==> run_1/layer_met2.png <==
Scale: 4 px per µm.
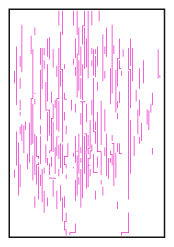
==> run_1/layer_met3.png <==
Scale: 4 px per µm. Cells faint in the background.
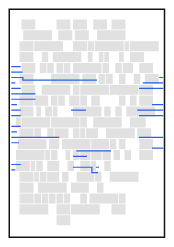
==> run_1/power_grid.png <==
Scale: 6 px per µm. Pins as bars on the die edge. Tap cells in grey.
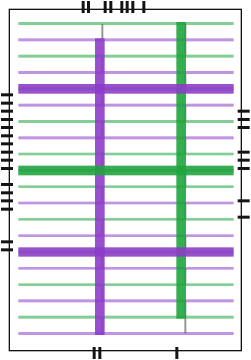
==> run_1/clocks.png <==
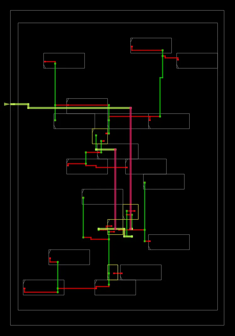
===== config.mk =====
export PLATFORM = sky130hd
export DESIGN_NAME = mbyte_add_seq
export DESIGN_NICKNAME = d
export VERILOG_FILES = /design/src/rtl/mbyte_add_seq.sv
export SDC_FILE = /design/constraint.sdc
export NUM_CORES = 1
export LEC_CHECK = 0
export CORE_ASPECT_RATIO = 1.5
export CORE_UTILIZATION = 46
export CTS_CLUSTER_DIAMETER = 30
export DETAILED_ROUTE_END_ITERATION = 12
export MAX_ROUTING_LAYER = met4
export PLACE_DENSITY = 0.89
export REMOVE_ABC_BUFFERS = 1
export SLEW_MARGIN = 20
export SYNTH_ARGS = -nofsm -noshare
export SYNTH_HDL_FRONTEND = slang
export SYNTH_HIERARCHICAL = 1
export SYNTH_SLANG_ARGS = --single-unit

===== constraint.sdc =====
create_clock -name clk -period 10.2 [get_ports clk]
set_input_delay 2.04 -clock clk [delete_from_list [all_inputs] [get_ports clk]]
set_output_delay 2.04 -clock clk [all_outputs]
set_load 0.02 [all_outputs]

===== src/rtl/mbyte_add_seq.sv =====
// Byte-serial multi-precision adder: streams NBYTES-wide operands LSB byte first
// through one 8-bit ripple adder, carrying between bytes in a register.

module ebaUfa (
    input  logic [7:0] a,
    input  logic [7:0] b,
    input  logic       cin,
    output logic [7:0] sum,
    output logic       cout
);
    logic [8:0] c;

    assign c[0] = cin;

    generate
        for (genvar gi = 0; gi < 8; gi++) begin : g_fa
            assign sum[gi]  = a[gi] ^ b[gi] ^ c[gi];
            assign c[gi+1]  = (a[gi] & b[gi]) | (c[gi] & (a[gi] ^ b[gi]));
        end
    endgenerate

    assign cout = c[8];
endmodule

module mbyte_add_seq #(
    parameter int NBYTES = 4
) (
    input  logic       clk,
    input  logic       rst_n,
    input  logic       in_valid,
    output logic       in_ready,
    input  logic [7:0] in_a,
    input  logic [7:0] in_b,
    input  logic       in_cin,
    output logic       out_valid,
    input  logic       out_ready,
    output logic [7:0] out_sum,
    output logic       out_first,
    output logic       out_last,
    output logic       out_cout,
    output logic       out_ovf
);
    localparam int CW = (NBYTES > 1) ? $clog2(NBYTES) : 1;

    typedef enum logic {
        IDLE = 1'b0,
        RUN  = 1'b1
    } state_t;

    state_t        state_reg, state_next;
    logic [CW-1:0] byte_cnt_reg, byte_cnt_next;
    logic          carry_reg, carry_next;
    logic          valid_reg, valid_next;
    logic [7:0]    sum_reg, sum_next;
    logic          first_reg, first_next;
    logic          last_reg, last_next;
    logic          cout_reg, cout_next;
    logic          ovf_reg, ovf_next;

    logic       accept;
    logic       last_byte;
    logic       add_cin;
    logic [7:0] add_sum;
    logic       add_cout;

    // Single output stage: a pop frees the slot for a push in the same cycle.
    assign in_ready  = ~valid_reg | out_ready;
    assign accept    = in_valid & in_ready;
    assign last_byte = (byte_cnt_reg == CW'(NBYTES - 1));
    assign add_cin   = (state_reg == IDLE) ? in_cin : carry_reg;

    ebaUfa u_add (
        .a    (in_a),
        .b    (in_b),
        .cin  (add_cin),
        .sum  (add_sum),
        .cout (add_cout)
    );

    always_comb begin
        state_next    = state_reg;
        byte_cnt_next = byte_cnt_reg;
        carry_next    = carry_reg;
        valid_next    = valid_reg;
        sum_next      = sum_reg;
        first_next    = first_reg;
        last_next     = last_reg;
        cout_next     = cout_reg;
        ovf_next      = ovf_reg;

        if (accept) begin
            carry_next = add_cout;
            valid_next = 1'b1;
            sum_next   = add_sum;
            first_next = (byte_cnt_reg == '0);
            last_next  = last_byte;
            cout_next  = 1'b0;
            ovf_next   = 1'b0;
            if (last_byte) begin
                byte_cnt_next = '0;
                state_next    = IDLE;
                cout_next     = add_cout;
                ovf_next      = (in_a[7] == in_b[7]) & (add_sum[7] != in_a[7]);
            end else begin
                byte_cnt_next = byte_cnt_reg + 1'b1;
                state_next    = RUN;
            end
        end else if (out_ready) begin
            valid_next = 1'b0;
        end
    end

    always_ff @(posedge clk) begin
        if (!rst_n) begin
            state_reg    <= IDLE;
            byte_cnt_reg <= '0;
            carry_reg    <= 1'b0;
            valid_reg    <= 1'b0;
            sum_reg      <= 8'h00;
            first_reg    <= 1'b0;
            last_reg     <= 1'b0;
            cout_reg     <= 1'b0;
            ovf_reg      <= 1'b0;
        end else begin
            state_reg    <= state_next;
            byte_cnt_reg <= byte_cnt_next;
            carry_reg    <= carry_next;
            valid_reg    <= valid_next;
            sum_reg      <= sum_next;
            first_reg    <= first_next;
            last_reg     <= last_next;
            cout_reg     <= cout_next;
            ovf_reg      <= ovf_next;
        end
    end

    assign out_valid = valid_reg;
    assign out_sum   = sum_reg;
    assign out_first = first_reg;
    assign out_last  = last_reg;
    assign out_cout  = cout_reg;
    assign out_ovf   = ovf_reg;
endmodule

==> results.json, run 1 <==
{
  "cts_root_buf": "clkbuf_4",
  "timing.rr.start": "state_reg",
  "critPathCaptureType": "register",
  "synth_area_leader_cell": "dfxtp_1",
  "synth-warning-count": 6,
  "path_class": "primary input to register",
  "post_cts_buffers": 0,
  "buffer_area_share_pct": 26.6,
  "grtUsageTotal_pct": 21.6,
  "path_clk_slew_ns": 0.10,
  "fp_util_pct": 49.4,
  "p_seq_share_pct": 47.7,
  "n_fill_cell": 158,
  "hold_slack_ns": 0.480,
  "antenna_found_initial": 0,
  "synthToLayoutAreaGrowth_pct": 39.5,
  "status": "finished clean",
  "ys_cells": 101,
  "synthCells": 101,
  "ant_nets": 0,
  "drt_iter0_drc": 8,
  "dp_slack_ns": 3.74,
  "synthAoiAreaFrac_pct": 19.4,
  "remaining_drc_errors": 0,
  "num-clock-buffers": 3,
  "synthArstFlopShare_pct": 0,
  "tritoncts": "yes",
  "mux_share_pct": 1.23,
  "synth_area_um2": 916,
  "wl_met2_um": 1070,
  "ys_sh_adder_pct": 21.6,
  "synth_cell_type_count": 22,
  "io_buffers": 34,
  "dr.pass1.iters": 5,
  "crit_chain": "clkdlybuf4s50_1 > mux2_2 > fa_1 > inv_1 > fa_1 > inv_1 > fa_1 > fa_1 > fa_1 > fa_1 > fa_1 > inv_1 > fa_1 > inv_1 > and3b_1 > o2111ai_1 > a21oi_1",
  "crit_top_cell": "fa_1",
  "power.density_nw_per_um2": 122,
  "dr_wl_met3_um": 121,
  "vias_per_cell": 5.38,
  "placedCellCount": 150,
  "busiest_layer": "met2",
  "r2r-end": "out_ovf",
  "ys_sh_xor_pct": 0,
  "hold_viol": 0,
  "setup.worst_path.start": "in_cin",
  "place_area_um2": 1250,
  "cap_violations": 0,
  "r2r_cells": 16,
  "fin_tns_setup_ns": 0,
  "rows": 19,
  "maxSlewViolCount": 0,
  "fin_area_um2": 1280,
  "tightestPinTransition_ns": 0.674,
  "synthTopCellsByCount": "17 x a21oi_1, 17 x dfxtp_1, 12 x inv_1, 12 x nand3_1, 11 x o21ai_0",
  "edf_count": 0,
  "slowest_stage": "fa_1",
  "crit_path_max_fanout": 3,
  "hp-class": "register to register",
  "comb_area_um2": 484,
  "die-height_um": 56.7,
  "flops": 17,
  "crit_required_ns": 10.38,
  "largest_reg_flops": 8,
  "critical_path_arrival_ns": 6.30,
  "cts.htree.levels": 1,
  "min_from": "out_sum[0]",
  "stage_log_warnings": 27,
  "intPower_mw": 0.108
}
About layer_met2.png:
longest straight run: 32.0 µm
wire length on this layer: 1070 µm
nets with wire on the layer: 144
met2 Usage GRT: 36.8%
final WL: 2030 µm

About layer_met3.png:
wire length on this layer: 122 µm
main direction: horizontal
nets with wire on the layer: 27
longest straight run: 18.4 µm
share of all routed wire: 6.0%

About power_grid.png:
legend:
  VDD:
    colour: green
  VSS:
    colour: purple
met1 rails: 20
signal pins: 35
met4 straps: 2

About clocks.png:
Clock group: 0.0369 mW
clk_lat worst skew: 0.30 ns
Num Clock Sinks: 17
Final Skew: 0.00542 ns
Num CTS Buffers: 3

==> run 2, diff against run 1 <==
Settings changed: CORE_UTILIZATION 46 to 43, PLACE_DENSITY 0.89 to 0.85.
Clock period 10.2 ns to 6.2 ns, I/O delays scaled along.
==> run_2/layer_met3.png <==
Scale: 4 px per µm. Cells faint in the background.
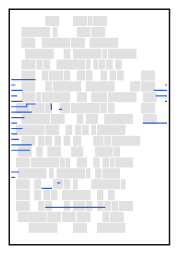
longest straight run: 14.7 µm
main direction: horizontal
wire length on this layer: 75.4 µm
met3 GRT Util: 2.26%
final WL: 2000 µm
Vias: 842

==> run_2/wires.png <==
Scale: 6 px per µm.
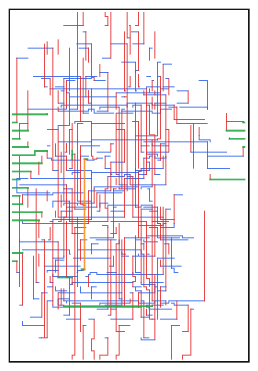
legend:
  metal 4:
    colour: orange
    wire_length: 18.4 µm
  metal 3:
    colour: green
    wire_length: 75.4 µm
  metal 2:
    colour: red
    wire_length: 1140 µm
  metal 1:
    colour: blue
    wire_length: 771 µm

==> run_2/layer_met2.png <==
Scale: 4 px per µm.
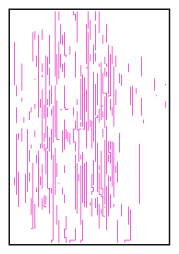
wire length on this layer: 1140 µm
nets with wire on the layer: 146

==> run 2 against run 1 <==
The run now ends with design-rule violations left. Routed wire length fell by 1.5%. Core utilization fell by 5.8 points. Synthesized cell count unchanged. Final cell count up 0.65%. Final area hardly changed. Critical endpoint unchanged.
==> results.json, run 2 <==
{
  "placedCellCount": 151,
  "ys_cells": 101,
  "cts.htree.levels": 1,
  "synthCells": 101,
  "post_cts_resized": 0,
  "intPower_mw": 0.178,
  "status": "complete, but fails checks",
  "vias_per_cell": 5.43,
  "use_met2_pct": 35.1,
  "powerClk_mw": 0.0592,
  "drt_iter0_drc": 19,
  "crit_chain": "clkdlybuf4s50_1 > mux2_2 > fa_1 > inv_1 > fa_1 > inv_1 > fa_1 > fa_1 > fa_1 > fa_1 > fa_1 > inv_1 > fa_1 > inv_1 > and3b_1 > o2111ai_1 > a21oi_1",
  "synth_cell_type_count": 22,
  "stage_log_warnings": 27,
  "setup.worst_path.start": "in_cin",
  "simple_gate_area_share_pct": 10.7,
  "fp_util_pct": 45.2,
  "hold_slack_ns": 0.489,
  "critPathTopFamily": "adder cells",
  "mux_share_pct": 1.23,
  "power.density_nw_per_um2": 198,
  "ys_seq_share_pct": 37.2,
  "wl_met2_um": 1140,
  "hp-class": "register to register",
  "skew_ns": 0.000648,
  "n_fill_cell": 185,
  "crit_required_ns": 6.37,
  "largest_reg_flops": 8,
  "ys_sh_xor_pct": 0,
  "critical_path_arrival_ns": 5.60,
  "remaining_drc_errors": 1,
  "ys_sh_adder_pct": 21.6,
  "busiest_layer": "met2",
  "synth_area_um2": 916,
  "r2r_slack_ns": 1.71,
  "place_area_um2": 1250,
  "min_from": "out_sum[0]",
  "worstSkewPairLatency_ns": 0.29,
  "p_seq_share_pct": 48.1,
  "synthAoiAreaFrac_pct": 19.4,
  "grtUsageTotal_pct": 19.2,
  "cts_buffers": 3,
  "buffer_area_share_pct": 26.6,
  "fin_area_um2": 1280,
  "maxSlewViolCount": 0,
  "r2r-end": "out_ovf",
  "flops": 17,
  "cts_root_buf": "clkbuf_4",
  "fin_tns_setup_ns": 0,
  "crit_top_cell": "fa_1",
  "violations": "design-rule violations",
  "slowest_stage": "clkdlybuf4s50_1",
  "clkPwrFrac_pct": 23.4,
  "timing.rr.start": "state_reg",
  "grt_util_met1_pct": 21.0,
  "numClockSinks": 17,
  "ant_nets": 0,
  "num-clock-buffers": 3,
  "synthToLayoutAreaGrowth_pct": 39.6,
  "crit_path_max_fanout": 3,
  "synth_area_leader_cell": "dfxtp_1",
  "cap_violations": 0,
  "rows": 20,
  "grt_max_degree": 19,
  "post_cts_buffers": 0,
  "pg_seq_mw": 0.122,
  "edf_count": 0,
  "dr.pass1.iters": 10,
  "io_buffers": 34,
  "wl_per_cell_um": 12.9,
  "path_clk_slew_ns": 0.10,
  "dp_slack_ns": 0.480,
  "synth-warning-count": 6,
  "comb_area_um2": 484,
  "die-height_um": 58.5,
  "tritoncts": "yes",
  "dr_wl_met3_um": 75,
  "path_class": "primary input to register",
  "tightestPinTransition_ns": 0.664,
  "synth_top_area_share_pct": 37.2
}
==> run 3, diff against run 2 <==
Settings changed: CAP_MARGIN from default to 15, SETUP_SLACK_MARGIN from default to 0.15.
==> run_3/layer_met2.png <==
Scale: 4 px per µm.
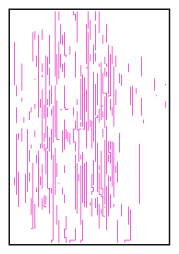
share of all routed wire: 57%
longest straight run: 24.5 µm
main direction: vertical

==> run_3/clocks.png <==
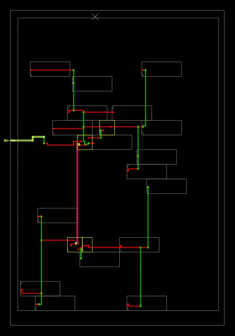
Clock group: 0.0592 mW
flop count: 17
clock buffer count: 3

==> run_3/wires.png <==
Scale: 6 px per µm.
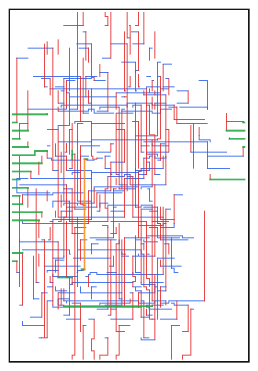
legend:
  metal 1:
    colour: blue
    wire_length: 771 µm
  metal 2:
    colour: red
    wire_length: 1140 µm
  metal 4:
    colour: orange
    wire_length: 18.4 µm
  metal 3:
    colour: green
    wire_length: 75.4 µm

==> run 3 against run 2 <==
The flow still finishes with violations (design-rule violations). Critical path depth did not move. Fmax did not move. First-iteration DRC count did not move. Combinational power barely moved. Register-to-register slack barely moved. Final cell count did not move. Core utilization did not move. Worst hold slack did not move. Sequential cell count did not move. Setup slack did not move. Critical endpoint unchanged.
==> results.json, run 3 <==
{
  "crit_end": "out_ovf",
  "stage_log_warnings": 27,
  "synthTopCellsByCount": "17 x a21oi_1, 17 x dfxtp_1, 12 x inv_1, 12 x nand3_1, 11 x o21ai_0",
  "hold_slack_ns": 0.489,
  "remaining_drc_errors": 1,
  "largest_reg_flops": 8,
  "ys_seq_share_pct": 37.2,
  "dieArea_um2": 2320,
  "worst_slack_ns": 0.772,
  "drt_iter0_drc": 19,
  "drive_above_1_share_pct": 5.26,
  "rsz0062_at_grt": "no",
  "placedCellCount": 151,
  "timing.rr.start": "state_reg",
  "cts_root_buf": "clkbuf_4",
  "final_cell_mix": "34 x clkdlybuf4s50_1, 17 x a21oi_1, 17 x dfxtp_1",
  "routed-via-count": 842,
  "intPower_mw": 0.178,
  "hp-class": "register to register",
  "crit_chain": "clkdlybuf4s50_1 > mux2_2 > fa_1 > inv_1 > fa_1 > inv_1 > fa_1 > fa_1 > fa_1 > fa_1 > fa_1 > inv_1 > fa_1 > inv_1 > and3b_1 > o2111ai_1 > a21oi_1",
  "ys_chip_area_um2": 916,
  "min_from": "out_sum[0]",
  "fp_util_pct": 45.2,
  "grtUsageMet3_pct": 2.26,
  "p_sw_mw": 0.0752,
  "vias_per_cell": 5.43,
  "hold_viol": 0,
  "n_fill_cell": 185,
  "p_seq_share_pct": 48.1,
  "tightestPinTransition_ns": 0.664,
  "largestClassByArea": "combinational gates",
  "grtUsageTotal_pct": 19.2,
  "ys_cells": 101,
  "synthTopLogicFamily": "adder cells",
  "grt_pass1_vias": 741,
  "cts_buffers": 3,
  "powerComb_mw": 0.0723,
  "place_area_um2": 1250,
  "dr.max_layer_used": "met4",
  "routed_wl_um": 2000,
  "crit_required_ns": 6.37,
  "edf_count": 0,
  "busiest_layer": "met2",
  "holdPathEnd": "out_sum[0]",
  "synth_cell_type_count": 22,
  "dr.pass1.iters": 10,
  "cp.depth": 17,
  "setup.worst_path.start": "in_cin",
  "power_leader": "sequential cells",
  "critPathTopFamily": "adder cells",
  "path_clk_slew_ns": 0.10,
  "final_cell_count_no_fill": 155,
  "violations": "design-rule violations",
  "pg_seq_mw": 0.122,
  "dp_hpwl_um": 1480,
  "status": "complete, but fails checks",
  "buffer_area_share_pct": 26.6,
  "switching_share_pct": 29.7,
  "nWellTaps": 22,
  "critical_path_arrival_ns": 5.60,
  "r2r_slack_ns": 1.71,
  "synthToLayoutAreaGrowth_pct": 39.6,
  "synthTopCellsByArea": "dfxtp_1 37%, fa_1 17%, a21oi_1 9.3%",
  "ant_nets": 0,
  "clkCellAreaFrac_pct": 2.15,
  "slowest_delay_ns": 0.41,
  "grt_max_degree": 19,
  "synth_area_um2": 916,
  "finalNetCount": 166,
  "synth_top_area_share_pct": 37.2,
  "period_minus_slack_ns": 5.43,
  "wl_per_cell_um": 12.9,
  "ctsHoldBuffers": 0,
  "combAreaFraction_pct": 37.9,
  "skew_ns": 0.000648,
  "maxSlewViolCount": 0,
  "lay_top_count": "clkdlybuf4s50_1",
  "r2r_cells": 16,
  "grt_util_met1_pct": 21.0,
  "synthAoiAreaFrac_pct": 19.4,
  "crit_path_max_fanout": 3,
  "synthCells": 101,
  "mux_share_pct": 1.23,
  "worstSkewPairLatency_ns": 0.29,
  "rows": 20,
  "wl_met2_um": 1140,
  "clockBufferDepth": 2,
  "slowest_stage": "clkdlybuf4s50_1",
  "r2r-end": "out_ovf",
  "dieWidth_um": 39.7,
  "cts.htree.levels": 1,
  "comb_cells": 63,
  "gp_congestion": 0.760,
  "fin_tns_setup_ns": 0,
  "crit_top_cell": "fa_1",
  "ys_sh_adder_pct": 21.6,
  "fin_area_um2": 1280,
  "die-height_um": 58.5,
  "final_core_util_pct": 63.1,
  "tritoncts": "yes",
  "post_cts_resized": 0,
  "critPathCaptureType": "register",
  "seq_share_pct": 26.6,
  "ys_sh_xor_pct": 0,
  "clkPwrFrac_pct": 23.4,
  "synth-warning-count": 6,
  "io_buffers": 34,
  "post_cts_buffers": 0,
  "pwr-share-comb_pct": 28.6,
  "simple_gate_area_share_pct": 10.7,
  "start_kind": "primary input",
  "dr_wl_met3_um": 75,
  "antenna_found_initial": 0,
  "synthArstFlopShare_pct": 0,
  "fin_crit_sh_pct": 87.5,
  "use_met2_pct": 35.1,
  "cap_violations": 0,
  "power.density_nw_per_um2": 198,
  "io_pins": 35,
  "numClockSinks": 17,
  "dp_slack_ns": 0.480,
  "synth_area_leader_cell": "dfxtp_1",
  "path_class": "primary input to register",
  "power_leakage_nw": 0.509,
  "comb_area_um2": 484
}
Power is estimated from default activity; no workload was simulated.
